### config.mk
export PLATFORM = sky130hd
export DESIGN_NAME = morse_tone_sequencer_flat
export DESIGN_NICKNAME = d
export VERILOG_FILES = /design/src/rtl/morse_pkg.sv /design/src/rtl/morse_tone_sequencer_if.sv /design/src/rtl/morse_unit_timer.sv /design/src/rtl/morse_tone_sequencer.sv /design/src/flat_wrapper.sv
export SDC_FILE = /design/constraint.sdc
export NUM_CORES = 1
export LEC_CHECK = 0
export CORE_MARGIN = 2
export CORE_UTILIZATION = 55
export CTS_CLUSTER_SIZE = 25
export DETAILED_ROUTE_END_ITERATION = 12
export PLACE_DENSITY = 0.95
export SYNTH_ARGS = -nofsm -noshare
export SYNTH_HDL_FRONTEND = slang
export SYNTH_SLANG_ARGS = --single-unit
### constraint.sdc
create_clock -name clk -period 3.65 [get_ports clk]
set_input_delay 0.9125 -clock clk [delete_from_list [all_inputs] [get_ports clk]]
set_output_delay 0.9125 -clock clk [all_outputs]
set_load 0.05 [all_outputs]
### src/rtl/morse_pkg.sv
// Shared types and unit constants for the Morse tone sequencer.
package morse_pkg;

  typedef enum logic [1:0] {
    IDLE = 2'd0,
    TONE = 2'd1,
    EGAP = 2'd2,
    CGAP = 2'd3
  } state_t;

  localparam logic [2:0] DOT_UNITS  = 3'd1;
  localparam logic [2:0] DASH_UNITS = 3'd3;
  localparam logic [2:0] EGAP_UNITS = 3'd1;
  localparam logic [2:0] CGAP_UNITS = 3'd3;
  localparam logic [2:0] WGAP_UNITS = 3'd7;
  localparam logic [2:0] MAX_LEN    = 3'd6;

  // Tone length in units for one element (1 = dash).
  function automatic logic [2:0] elem_units(input logic dash);
    return dash ? DASH_UNITS : DOT_UNITS;
  endfunction

  // Closing gap length in units; a word boundary stretches it.
  function automatic logic [2:0] gap_units(input logic word_end);
    return word_end ? WGAP_UNITS : CGAP_UNITS;
  endfunction

endpackage

### src/rtl/morse_tone_sequencer_if.sv
// Symbol handshake channel into the tone sequencer.
interface morse_tone_sequencer_if;
  logic        sym_valid;
  logic        sym_ready;
  logic [2:0]  sym_len;
  logic [5:0]  sym_pat;
  logic        sym_word_end;
  logic [31:0] tone_div;

  modport master (
    output sym_valid, sym_len, sym_pat, sym_word_end, tone_div,
    input  sym_ready
  );

  modport slave (
    input  sym_valid, sym_len, sym_pat, sym_word_end, tone_div,
    output sym_ready
  );
endinterface

### src/rtl/morse_unit_timer.sv
// Unit timer: a cycle prescaler that wraps every UNIT_CYCLES cycles and a
// 3-bit unit countdown. expire is high on the last cycle of the loaded span.
module morse_unit_timer #(
  parameter int unsigned UNIT_CYCLES = 6000000
) (
  input  logic       clk,
  input  logic       rst,
  input  logic       start,
  input  logic       stop,
  input  logic [2:0] load,
  output logic       expire
);

  localparam logic [31:0] PRE_LAST = UNIT_CYCLES - 1;

  logic [31:0] pre_cnt;
  logic [2:0]  units;
  logic        running;
  logic        pre_wrap;

  assign pre_wrap = (pre_cnt == PRE_LAST);
  assign expire   = running && pre_wrap && (units == 3'd1);

  // Prescaler and countdown; start restarts both, stop/reset idles the timer.
  always_ff @(posedge clk) begin
    if (rst || stop) begin
      pre_cnt <= '0;
      units   <= '0;
      running <= 1'b0;
    end else if (start) begin
      pre_cnt <= '0;
      units   <= load;
      running <= (load != 3'd0);
    end else if (running) begin
      if (pre_wrap) begin
        pre_cnt <= '0;
        units   <= units - 3'd1;
        if (units == 3'd1) running <= 1'b0;
      end else begin
        pre_cnt <= pre_cnt + 32'd1;
      end
    end
  end

endmodule

### src/rtl/morse_tone_sequencer.sv
// Morse tone sequencer: plays one symbol (up to six dots/dashes) as a gated
// piezo tone, followed by a character or word gap, then pulses done.
module morse_tone_sequencer
  import morse_pkg::*;
#(
  parameter int unsigned UNIT_CYCLES = 6000000,
  parameter logic [31:0] DEFAULT_DIV = 32'd35714
) (
  input  logic                          clk,
  input  logic                          rst,
  morse_tone_sequencer_if.slave         sym,
  input  logic                          abort,
  output logic                          tone_en,
  output logic [31:0]                   freq_div,
  output logic                          busy,
  output logic                          done
);

  state_t      state_q, state_d;
  logic [5:0]  pat_q, pat_d;
  logic [2:0]  rem_q, rem_d;
  logic        word_q, word_d;
  logic [31:0] div_q, div_d;
  logic        tone_en_d;
  logic        accept;
  logic [2:0]  len_c;
  logic        tmr_start;
  logic [2:0]  tmr_load;
  logic        tmr_expire;

  // Ready is also held off while reset is asserted so nothing slips in.
  assign sym.sym_ready = (state_q == IDLE) && !abort && !rst;
  assign accept        = sym.sym_valid && sym.sym_ready;
  assign busy          = (state_q != IDLE);
  assign done          = (state_q == CGAP) && tmr_expire && !abort;
  assign freq_div      = div_q;

  morse_unit_timer #(.UNIT_CYCLES(UNIT_CYCLES)) u_timer (
    .clk    (clk),
    .rst    (rst),
    .start  (tmr_start),
    .stop   (abort),
    .load   (tmr_load),
    .expire (tmr_expire)
  );

  // Next state, latched fields and timer reloads; pattern shifts out LSB first.
  always_comb begin
    state_d   = state_q;
    pat_d     = pat_q;
    rem_d     = rem_q;
    word_d    = word_q;
    div_d     = div_q;
    tmr_start = 1'b0;
    tmr_load  = 3'd0;
    len_c     = (sym.sym_len > MAX_LEN) ? MAX_LEN : sym.sym_len;

    case (state_q)
      IDLE: begin
        if (accept) begin
          pat_d     = sym.sym_pat;
          word_d    = sym.sym_word_end;
          div_d     = sym.tone_div;
          rem_d     = len_c;
          tmr_start = 1'b1;
          if (len_c != 3'd0) begin
            state_d  = TONE;
            tmr_load = elem_units(sym.sym_pat[0]);
          end else begin
            state_d  = CGAP;
            tmr_load = gap_units(sym.sym_word_end);
          end
        end
      end
      TONE: begin
        if (tmr_expire) begin
          rem_d     = rem_q - 3'd1;
          pat_d     = pat_q >> 1;
          tmr_start = 1'b1;
          if (rem_q == 3'd1) begin
            state_d  = CGAP;
            tmr_load = gap_units(word_q);
          end else begin
            state_d  = EGAP;
            tmr_load = EGAP_UNITS;
          end
        end
      end
      EGAP: begin
        if (tmr_expire) begin
          state_d   = TONE;
          tmr_start = 1'b1;
          tmr_load  = elem_units(pat_q[0]);
        end
      end
      CGAP: begin
        if (tmr_expire) state_d = IDLE;
      end
      default: state_d = IDLE;
    endcase

    // Abort discards the symbol; the divider keeps its last value.
    if (abort) begin
      state_d   = IDLE;
      pat_d     = '0;
      rem_d     = '0;
      word_d    = 1'b0;
      tmr_start = 1'b0;
    end

    // A zero divider mutes the symbol without touching its timing.
    tone_en_d = (state_d == TONE) && (div_d != 32'd0);
  end

  // State and latched-field registers; tone_en is registered off next state.
  always_ff @(posedge clk) begin
    if (rst) begin
      state_q <= IDLE;
      pat_q   <= '0;
      rem_q   <= '0;
      word_q  <= 1'b0;
      div_q   <= DEFAULT_DIV;
      tone_en <= 1'b0;
    end else begin
      state_q <= state_d;
      pat_q   <= pat_d;
      rem_q   <= rem_d;
      word_q  <= word_d;
      div_q   <= div_d;
      tone_en <= tone_en_d;
    end
  end

endmodule

### src/flat_wrapper.sv
// flat-port wrapper written by rule: the top's interface ports become plain ports
module morse_tone_sequencer_flat import morse_pkg::*;
#(
  parameter int unsigned UNIT_CYCLES = 6000000,
  parameter logic [31:0] DEFAULT_DIV = 32'd35714
)
  (clk, rst, abort, tone_en, freq_div, busy, done, sym_sym_valid, sym_sym_len, sym_sym_pat, sym_sym_word_end, sym_tone_div, sym_sym_ready);
  morse_tone_sequencer_if sym_i ();
  input  logic clk;
  input  logic rst;
  input  logic abort;
  output logic tone_en;
  output logic [31:0] freq_div;
  output logic busy;
  output logic done;
  input wire logic [$bits(sym_i.sym_valid)-1:0] sym_sym_valid;
  input wire logic [$bits(sym_i.sym_len)-1:0] sym_sym_len;
  input wire logic [$bits(sym_i.sym_pat)-1:0] sym_sym_pat;
  input wire logic [$bits(sym_i.sym_word_end)-1:0] sym_sym_word_end;
  input wire logic [$bits(sym_i.tone_div)-1:0] sym_tone_div;
  output wire logic [$bits(sym_i.sym_ready)-1:0] sym_sym_ready;
  assign sym_i.sym_valid = sym_sym_valid;
  assign sym_i.sym_len = sym_sym_len;
  assign sym_i.sym_pat = sym_sym_pat;
  assign sym_i.sym_word_end = sym_sym_word_end;
  assign sym_i.tone_div = sym_tone_div;
  assign sym_sym_ready = sym_i.sym_ready;
  morse_tone_sequencer #(.UNIT_CYCLES(UNIT_CYCLES), .DEFAULT_DIV(DEFAULT_DIV)) u_core (.clk(clk), .rst(rst), .sym(sym_i), .abort(abort), .tone_en(tone_en), .freq_div(freq_div), .busy(busy), .done(done));
endmodule
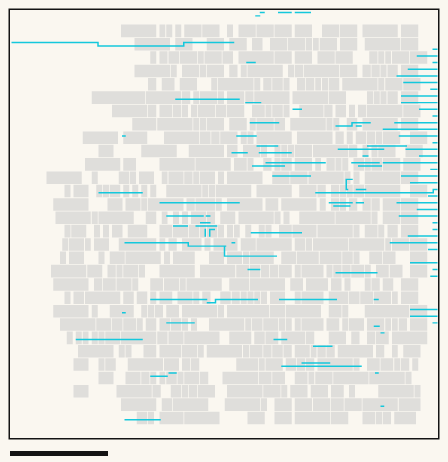
Fig. 1. Met3 routing.
Bar = 20 µm. Cells faint in the background.
The wires run mostly horizontal. The layer holds 5.8% of the routed length. The longest straight run is 23.9 µm. The layer carries 557 µm of wire.

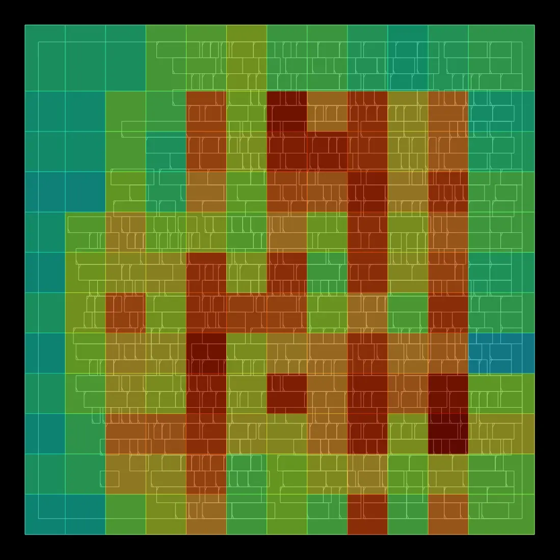
Fig. 2. Routing congestion.
utilization after layout: 72.7%
global-route total usage across every layer: 25.5%
GRT met1 Usage: 29.8%

==> results_tabular.tex <==
% Yosys + OpenROAD metrics
\begin{tabular}{lr}
\hline
Metric & Value \\
\hline
\multicolumn{2}{l}{\textbf{Final timing}} \\
\quad Max-slew violation total from the final report & 0 \\
\quad Final period demand of the worst path & 3340 ps \\
\quad Post-layout period usage of the worst path & 91.5\% \\
\multicolumn{2}{l}{\textbf{Pwr}} \\
\quad Power density of the placed cells & 363 nW/µm² \\
\quad Static leakage power & 0.00170 µW \\
\quad Max IR drop VDD & 0.205 mV \\
\quad Post-route total power & 1780 µW \\
\multicolumn{2}{l}{\textbf{Cells and area}} \\
\quad Final-stage net count & 604 \\
\multicolumn{2}{l}{\textbf{Placement}} \\
\quad HPWL reported at the end of detailed placement & 7010 µm \\
\multicolumn{2}{l}{\textbf{Detailed routing}} \\
\quad Iteration-0 DRC Markers & 272 \\
\quad Via density per instance & 5.83 \\
\quad Top metal layer carrying routed signals & met4 \\
\quad TritonRoute pass-1 iters & 6 \\
\quad Total vias in the final route & 3685 \\
\multicolumn{2}{l}{\textbf{Worst setup path}} \\
\quad Largest driver fanout on the critical path & 9 \\
\multicolumn{2}{l}{\textbf{Synthesis}} \\
\quad Max-area cell share & 42.6\% \\
\quad Post-synth tally of flip-flops with integrated enable & 0 \\
\quad Dominant Register Cell & sky130\_fd\_sc\_hd\_\_dfxtp\_1 \\
\quad Chip area estimate from yosys synthesis & 3810 µm² \\
\multicolumn{2}{l}{\textbf{Job}} \\
\quad OpenROAD warning count & 33 \\
\multicolumn{2}{l}{\textbf{GRT}} \\
\quad Maximum number of pins on one net before global-route repair & 40 \\
\quad First-pass GRT wire length & 15400 µm \\
\quad Overflow left after global routing & 0 \\
\multicolumn{2}{l}{\textbf{Run status}} \\
\quad Status & completed \\
\hline
\end{tabular}
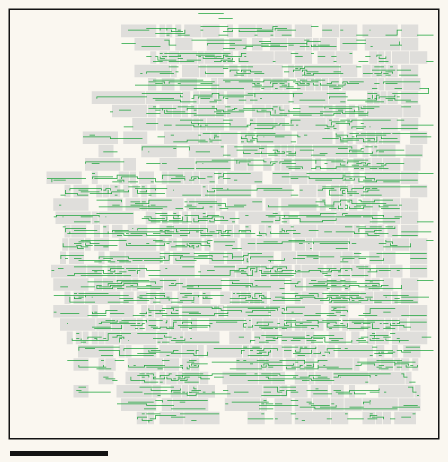
Fig. 3. Metal 1.
Bar = 20 µm. Cells faint in the background.
The layer carries 3890 µm of wire. The layer holds 40% of the routed length.

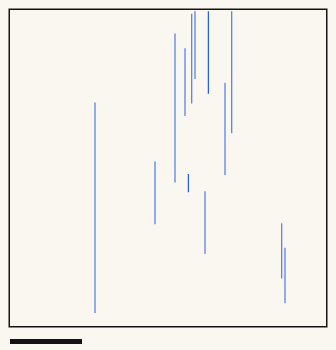
Fig. 4. The metal 4 layer.
Bar = 20 µm.
The wires run mostly vertical. The layer holds 3.2% of the routed length.

-- stage by stage --
| step | worst slack (ps) | std cells |
|---|---|---|
| 4_1_cts | 308 | 632 |
| 2_1_floorplan | 211 | 468 |
| 3_5_place_dp | 397 | 616 |
| 3_3_place_gp | 445 | 616 |
| 5_1_grt | 60.9 | 632 |
| 6_report | 309 | 632 |
-- final cells by class --
type	count	area, µm²
clock inverter	6	67.6
multi-input combinational	355	2080
sequential	81	1620
inverter	12	45.0
tap	80	100
timing repair buffer	88	871
clock buffer	10	128
fill	472	1850
-- cell families after synthesis --
group | count (synthesis) | synth area share (%)
compound gates | 60 | 9.33
xor+xnor | 30 | 6.90
mux | 7 | 1.87
buf+inv | 32 | 3.29
simple gates | 247 | 32.4
fa+ha+maj | 11 | 3.61
flops | 81 | 42.6
-- cells in the mapped netlist, types with 3 or more instances --
cell type	n
sky130_fd_sc_hd__mux2i_1	6
sky130_fd_sc_hd__clkbuf_1	13
sky130_fd_sc_hd__or3_1	4
sky130_fd_sc_hd__buf_2	4
sky130_fd_sc_hd__dfxtp_1	81
sky130_fd_sc_hd__and3_1	6
sky130_fd_sc_hd__inv_1	12
sky130_fd_sc_hd__o21ai_0	6
sky130_fd_sc_hd__nand2_1	91
sky130_fd_sc_hd__a211oi_1	9
sky130_fd_sc_hd__nor3b_1	4
sky130_fd_sc_hd__a21oi_1	36
sky130_fd_sc_hd__nor2_1	61
sky130_fd_sc_hd__nor4_1	19
sky130_fd_sc_hd__nand4_1	13
sky130_fd_sc_hd__ha_1	11
sky130_fd_sc_hd__nor3_1	7
sky130_fd_sc_hd__xnor2_1	15
sky130_fd_sc_hd__buf_1	3
sky130_fd_sc_hd__or4_1	3
sky130_fd_sc_hd__xor2_1	15
sky130_fd_sc_hd__nand3b_1	9
sky130_fd_sc_hd__nand3_1	11
No activity file was given, so power comes from the tool's default toggle rates.
